<file path="config.mk">
export PLATFORM = sky130hd
export DESIGN_NAME = lcd_rx_flat
export DESIGN_NICKNAME = d
export VERILOG_FILES = /design/src/rtl/lcd_rx_if.sv /design/src/rtl/lcd_rx.sv /design/src/flat_wrapper.sv
export SDC_FILE = /design/constraint.sdc
export NUM_CORES = 1
export LEC_CHECK = 0
export ABC_AREA = 1
export CAP_MARGIN = 10
export CELL_PAD_IN_SITES_DETAIL_PLACEMENT = 0
export CELL_PAD_IN_SITES_GLOBAL_PLACEMENT = 2
export CORE_UTILIZATION = 39
export DETAILED_ROUTE_END_ITERATION = 10
export PLACE_DENSITY = 0.95
export SYNTH_ARGS = -nofsm -noshare
export SYNTH_HDL_FRONTEND = slang
export SYNTH_SLANG_ARGS = --single-unit
</file>
<file path="constraint.sdc">
create_clock -name pclk -period 6.55 [get_ports pclk]
set_clock_uncertainty 0.15 [all_clocks]
set_input_delay 1.31 -clock pclk [delete_from_list [all_inputs] [get_ports pclk]]
set_output_delay 1.31 -clock pclk [all_outputs]
set_load 0.01 [all_outputs]
</file>
<file path="src/rtl/lcd_rx_if.sv">
// Host-bus and capture-stream bundle for lcd_rx.
// The slave view belongs to the block; the master view belongs to the host/consumer side.
interface lcd_rx_if;
  logic        cs;
  logic        rs;
  logic        wr;
  logic        rd;
  logic [15:0] din;
  logic [15:0] dout;
  logic        doe;
  logic        m_valid;
  logic        m_rs;
  logic [15:0] m_data;
  logic        m_ready;

  modport master (
    output cs, rs, wr, rd, din, m_ready,
    input  dout, doe, m_valid, m_rs, m_data
  );

  modport slave (
    input  cs, rs, wr, rd, din, m_ready,
    output dout, doe, m_valid, m_rs, m_data
  );
endinterface

</file>
<file path="src/rtl/lcd_rx.sv">
// 8080-style LCD bus receiver: synchronizes an async host bus into pclk,
// captures writes into a show-ahead FIFO and answers reads from rd_data.
module lcd_rx #(
  parameter int DEPTH = 4
) (
  input  logic        pclk,
  input  logic        prst,
  lcd_rx_if.slave     bus,
  input  logic [15:0] rd_data,
  output logic        ovf,
  input  logic        ovf_clr
);

  localparam int AW = (DEPTH > 1) ? $clog2(DEPTH) : 1;
  localparam int CW = AW + 1;

  typedef enum logic {IDLE, DRIVE} rstate_t;

  rstate_t state, state_n;
  logic    ld_dout;

  logic cs_s1, cs_s2;
  logic rs_s1, rs_s2;
  logic wr_s1, wr_s2, wr_s3;
  logic rd_s1, rd_s2, rd_s3;
  logic [15:0] din_s1, din_s2;

  logic [16:0]   mem [DEPTH];
  logic [AW-1:0] wptr, rptr;
  logic [CW-1:0] count;
  logic [15:0]   dout_q;
  logic [16:0]   head;

  logic doe_q, wr_ev, pop, full, push, ovf_set, m_valid_q;

  // Strobes/select idle high so release from reset yields no edges
  always_ff @(posedge pclk or negedge prst) begin
    if (!prst) begin
      cs_s1  <= 1'b1;
      cs_s2  <= 1'b1;
      wr_s1  <= 1'b1;
      wr_s2  <= 1'b1;
      wr_s3  <= 1'b1;
      rd_s1  <= 1'b1;
      rd_s2  <= 1'b1;
      rd_s3  <= 1'b1;
      rs_s1  <= 1'b0;
      rs_s2  <= 1'b0;
      din_s1 <= '0;
      din_s2 <= '0;
    end else begin
      cs_s1  <= bus.cs;
      cs_s2  <= cs_s1;
      wr_s1  <= bus.wr;
      wr_s2  <= wr_s1;
      wr_s3  <= wr_s2;
      rd_s1  <= bus.rd;
      rd_s2  <= rd_s1;
      rd_s3  <= rd_s2;
      rs_s1  <= bus.rs;
      rs_s2  <= rs_s1;
      din_s1 <= bus.din;
      din_s2 <= din_s1;
    end
  end

  assign doe_q     = (state == DRIVE);
  assign wr_ev     = wr_s2 & ~wr_s3 & ~cs_s2 & rd_s2 & ~doe_q;
  assign m_valid_q = (count != '0);
  assign pop       = m_valid_q & bus.m_ready;
  assign full      = (count == CW'(DEPTH));
  assign push      = wr_ev & (~full | pop);
  assign ovf_set   = wr_ev & full & ~pop;

  always_ff @(posedge pclk) begin
    if (push) mem[wptr] <= {rs_s2, din_s2};
  end

  always_ff @(posedge pclk or negedge prst) begin
    if (!prst) begin
      wptr  <= '0;
      rptr  <= '0;
      count <= '0;
      ovf   <= 1'b0;
    end else begin
      if (push) wptr <= wptr + AW'(1);
      if (pop)  rptr <= rptr + AW'(1);
      if (push && !pop)      count <= count + CW'(1);
      else if (pop && !push) count <= count - CW'(1);
      if (ovf_set)      ovf <= 1'b1;
      else if (ovf_clr) ovf <= 1'b0;
    end
  end

  assign head        = mem[rptr];
  assign bus.m_valid = m_valid_q;
  assign bus.m_rs    = m_valid_q & head[16];
  assign bus.m_data  = m_valid_q ? head[15:0] : 16'h0000;

  always_ff @(posedge pclk or negedge prst) begin
    if (!prst) begin
      state  <= IDLE;
      dout_q <= '0;
    end else begin
      state <= state_n;
      if (ld_dout) dout_q <= rd_data;
    end
  end

  always_comb begin
    state_n = state;
    ld_dout = 1'b0;
    unique case (state)
      IDLE: begin
        if (!rd_s2 && rd_s3 && !cs_s2) begin
          state_n = DRIVE;
          ld_dout = 1'b1;
        end
      end
      DRIVE: begin
        if (rd_s2 || cs_s2) state_n = IDLE;
      end
      default: state_n = IDLE;
    endcase
  end

  assign bus.doe  = doe_q;
  assign bus.dout = dout_q;

endmodule
</file>
<file path="src/flat_wrapper.sv">
// flat-port wrapper written by rule: the top's interface ports become plain ports
module lcd_rx_flat 
#(
  parameter int DEPTH = 4
)
  (pclk, prst, rd_data, ovf, ovf_clr, bus_cs, bus_rs, bus_wr, bus_rd, bus_din, bus_m_ready, bus_dout, bus_doe, bus_m_valid, bus_m_rs, bus_m_data);
  lcd_rx_if bus_i ();
  input  logic pclk;
  input  logic prst;
  input  logic [15:0] rd_data;
  output logic ovf;
  input  logic ovf_clr;
  input wire logic [$bits(bus_i.cs)-1:0] bus_cs;
  input wire logic [$bits(bus_i.rs)-1:0] bus_rs;
  input wire logic [$bits(bus_i.wr)-1:0] bus_wr;
  input wire logic [$bits(bus_i.rd)-1:0] bus_rd;
  input wire logic [$bits(bus_i.din)-1:0] bus_din;
  input wire logic [$bits(bus_i.m_ready)-1:0] bus_m_ready;
  output wire logic [$bits(bus_i.dout)-1:0] bus_dout;
  output wire logic [$bits(bus_i.doe)-1:0] bus_doe;
  output wire logic [$bits(bus_i.m_valid)-1:0] bus_m_valid;
  output wire logic [$bits(bus_i.m_rs)-1:0] bus_m_rs;
  output wire logic [$bits(bus_i.m_data)-1:0] bus_m_data;
  assign bus_i.cs = bus_cs;
  assign bus_i.rs = bus_rs;
  assign bus_i.wr = bus_wr;
  assign bus_i.rd = bus_rd;
  assign bus_i.din = bus_din;
  assign bus_i.m_ready = bus_m_ready;
  assign bus_dout = bus_i.dout;
  assign bus_doe = bus_i.doe;
  assign bus_m_valid = bus_i.m_valid;
  assign bus_m_rs = bus_i.m_rs;
  assign bus_m_data = bus_i.m_data;
  lcd_rx #(.DEPTH(DEPTH)) u_core (.pclk(pclk), .prst(prst), .bus(bus_i), .rd_data(rd_data), .ovf(ovf), .ovf_clr(ovf_clr));
endmodule
</file>
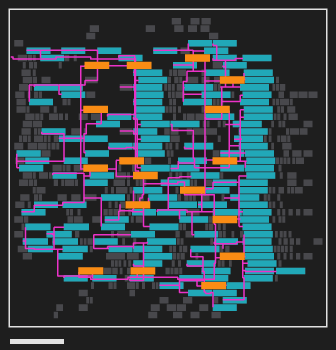
**Above:** routed clock nets over the placement.
Bar = 20 um.
Magenta is clock wires, length 1410 um. Cyan is flip-flops, count 135. Orange is clock drivers, count 17.
Position of the flops: all over the die.
Late-Pin Clk Latency: 400 ps
P_clk: 887 uW
Clk network pwr share: 33.7%

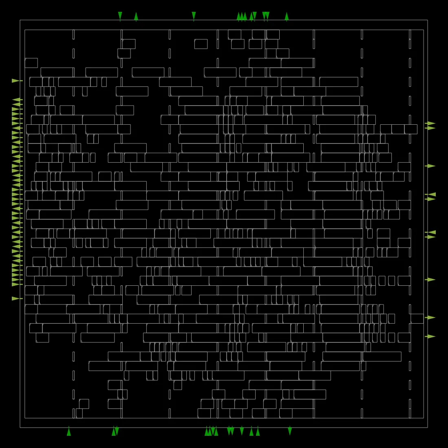
**Above:** placement view.
Rows: 41
final std cells w/o fill: 700

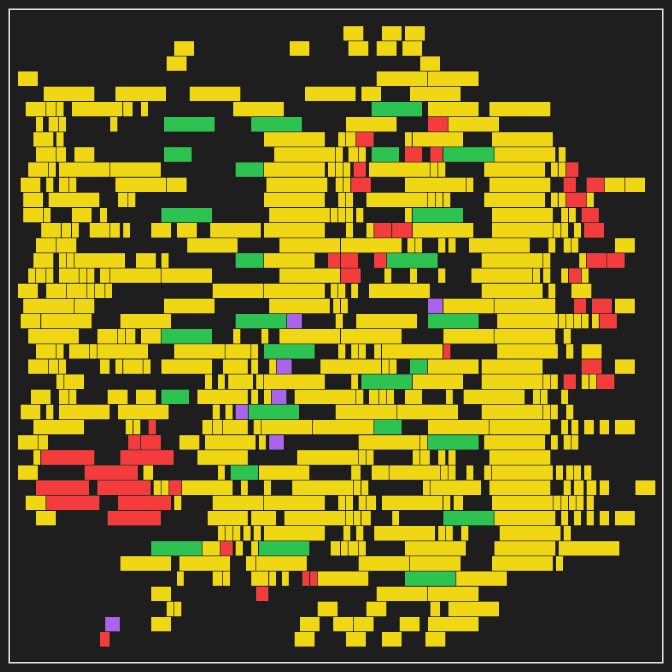
**Above:** sizing map.
Yellow is _0 and _1 cells, cells 450. Red is _2 cells, cells 45. Green is _6 and larger, cells 26. Purple is _3 and _4 cells, cells 7.

==> reports/metrics.yaml <==
syn_inst: 429
fillers: 1095
period_needed_ps: 4010
via_per_inst: 4.38
warning_count: 29
rrSetupSlack_ps: 4230
endpoint: "bus_m_data[3]"
design.core.area_mm2: 0.0128
syn-mean-instance-area_um2: 12.0
clk_pin_slew_worst_paths_ps: 50
outcome: "finished, final reports clean"
diodes: 0
combPwrFrac_pct: 26.9
ys_seq_share_pct: 72.2
grt_max_degree: 68
fp-utilization_pct: 40.4
required_ps: 5090
synth_area_mm2: 0.00516
syn_to_final_growth_pct: 28.5
floorplan.nets: 475
start_kind: "flip-flop"
reg2regPathDepth: 10
placed_area_mm2: 0.00606
synth.distinct_cells: 22
slowest_delay_ps: 720
cts_tree: "yes"
die_area_mm2: 0.0137
slew_headroom_pct: 44.4
grt_pass1_vias: 3210
tns_ps: 0
timing.fmax_mhz: 249
overflow: 0
p_per_area_mw_per_mm2: 396
cap_violations: 0
top_cells_by_count: "127 x nand2_1, 68 x edfxtp_1, 63 x inv_1"
max-vdd-ir-drop_uv: 177
die_h_um: 117
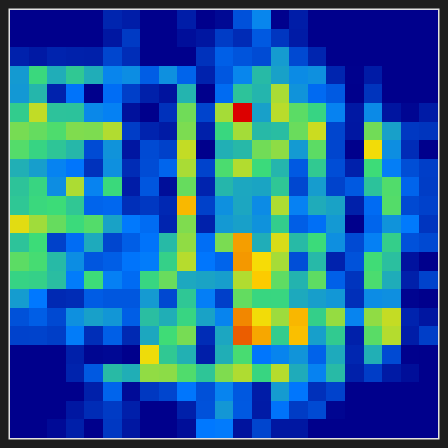
**Above:** routed metal per tile.
The die is cut into 23 by 23 equal tiles; dark blue is low, red is high, scaled to the fullest tile. Values are wire area over tile area, all layers added.
The fullest tile reaches 0.42. The densest ninth of the die: middle. 15% of the tiles are over half the peak. 20% of the tiles are nearly empty. The mean over all tiles is 0.10.
GRT Overall Usage: 14.9%
via count: 3067
Avg WL per Cell: 12.5 um
WL final: 8.74 mm

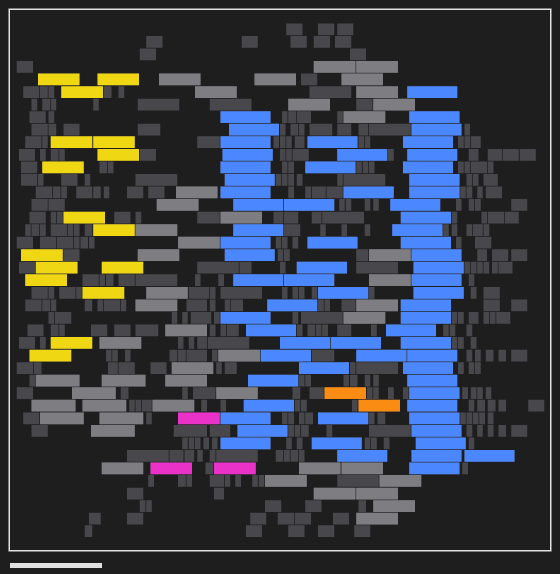
**Above:** where the registers sit.
Bar = 20 um. Other sequential cells in the stronger grey, the rest of the logic in the fainter grey.
Magenta is `u_core.count`, placed flops 3. Orange is `u_core.rptr`, placed flops 2. Blue is `u_core.mem`, placed flops 68. Yellow is `u_core.bus.dout`, placed flops 16.
Another 46 sequential cells are not coloured.

-- worst max-delay path: cells and delay by family, from the launching register on --
kind | cells | cell delay, ps
AND/OR/NAND/NOR | 2 | 180
buffers and inverters | 3 | 1040
flip-flops | 1 | 720
AND-OR/OR-AND | 1 | 180
-- per-layer routing --
| metal | share of wire [%] | global-route usage (%) | vias up |
|---|---|---|---|
| li1 | - | - | 1523 |
| met3 | 7.8 | 5.92 | 14 |
| met1 | 40 | 16.4 | 1429 |
| met5 | 0 | 0 | - |
| met4 | 2.0 | 6.92 | 0 |
| met2 | 50 | 25.4 | 101 |
-- cell type report --
| cell class | count | area (um^2) | area share [%] |
|---|---|---|---|
| timing repair buffer | 81 | 791 | 11.9 |
| sequential | 135 | 3730 | 56.2 |
| tap | 172 | 215 | 3.24 |
| clock buffer | 31 | 569 | 8.58 |
| inverter | 68 | 260 | 3.92 |
| multi-input combinational | 212 | 1060 | 16.0 |
| clock inverter | 1 | 6.26 | 0.0943 |
-- cell usage in the layout (no fill, tap or decap), types with 2 or more instances in the layout --
cell type        instances
a21oi_2                  9
clkbuf_8                 7
a21oi_1                  8
inv_2                    4
clkbuf_1                 6
ha_1                     5
inv_1                   63
dfstp_2                  8
dfrtp_1                 59
xnor2_1                  2
o21ai_1                 17
nand3_2                 10
nand2_1                127
edfxtp_1                68
nor2_2                   3
buf_4                    6
nor2_1                   5
clkbuf_16               18
nand2_2                 10
nand3_1                 13
xor2_1                   2
clkdlybuf4s50_1         74
-- power groups by stage --
stage                     clock, mW  sequential, mW  combinational (mW)
after floorplan                   0            1.02               0.467
after global routing          0.942            1.05               0.794
after global placement            0            1.05               0.711
after detailed placement          0            1.05               0.720
final                         0.887            1.04               0.706
after CTS                     0.905            1.04               0.722
-- state kept, by name, indices dropped and copies added (netlist names), 2 cells and up --
signal and cells:
u_core.din_s2 16, u_core.count 3, u_core.mem 68, u_core.din_s1 16, u_core.rptr 2, u_core.wptr 2, u_core.bus.dout 16
-- metrics by stage --
step / worst slack [ps] / util [%]
after floorplan: 3690 / -
after global placement: 2940 / 47.4
after detailed placement: 2910 / 47.4
after CTS: 2490 / 51.9
after global routing: 2290 / 51.9
final: 2540 / 51.9
-- worst min-delay path by stage --
stage | end | slack (ps) | depth (start not counted)
after detailed placement | u_core.din_s2[1] | 180 | 0
after CTS | u_core.din_s2[1] | 200 | 0
after floorplan | u_core.din_s2[0] | 180 | 0
final | u_core.din_s2[1] | 200 | 0
after global routing | u_core.din_s2[15] | 200 | 0
after global placement | u_core.din_s2[4] | 180 | 0
-- logic make-up (layout without fill, tap and decap cells) --
| kind of cell | count (synthesis) | in the layout | synth area share (%) |
|---|---|---|---|
| simple gates | 168 | 168 | 14.4 |
| buf+inv | 82 | 181 | 7.20 |
| xor+xnor | 4 | 4 | 0.679 |
| compound gates | 34 | 34 | 3.95 |
| flops | 135 | 135 | 72.2 |
| fa+ha+maj | 6 | 6 | 1.60 |
Power is estimated from default activity; no workload was simulated.
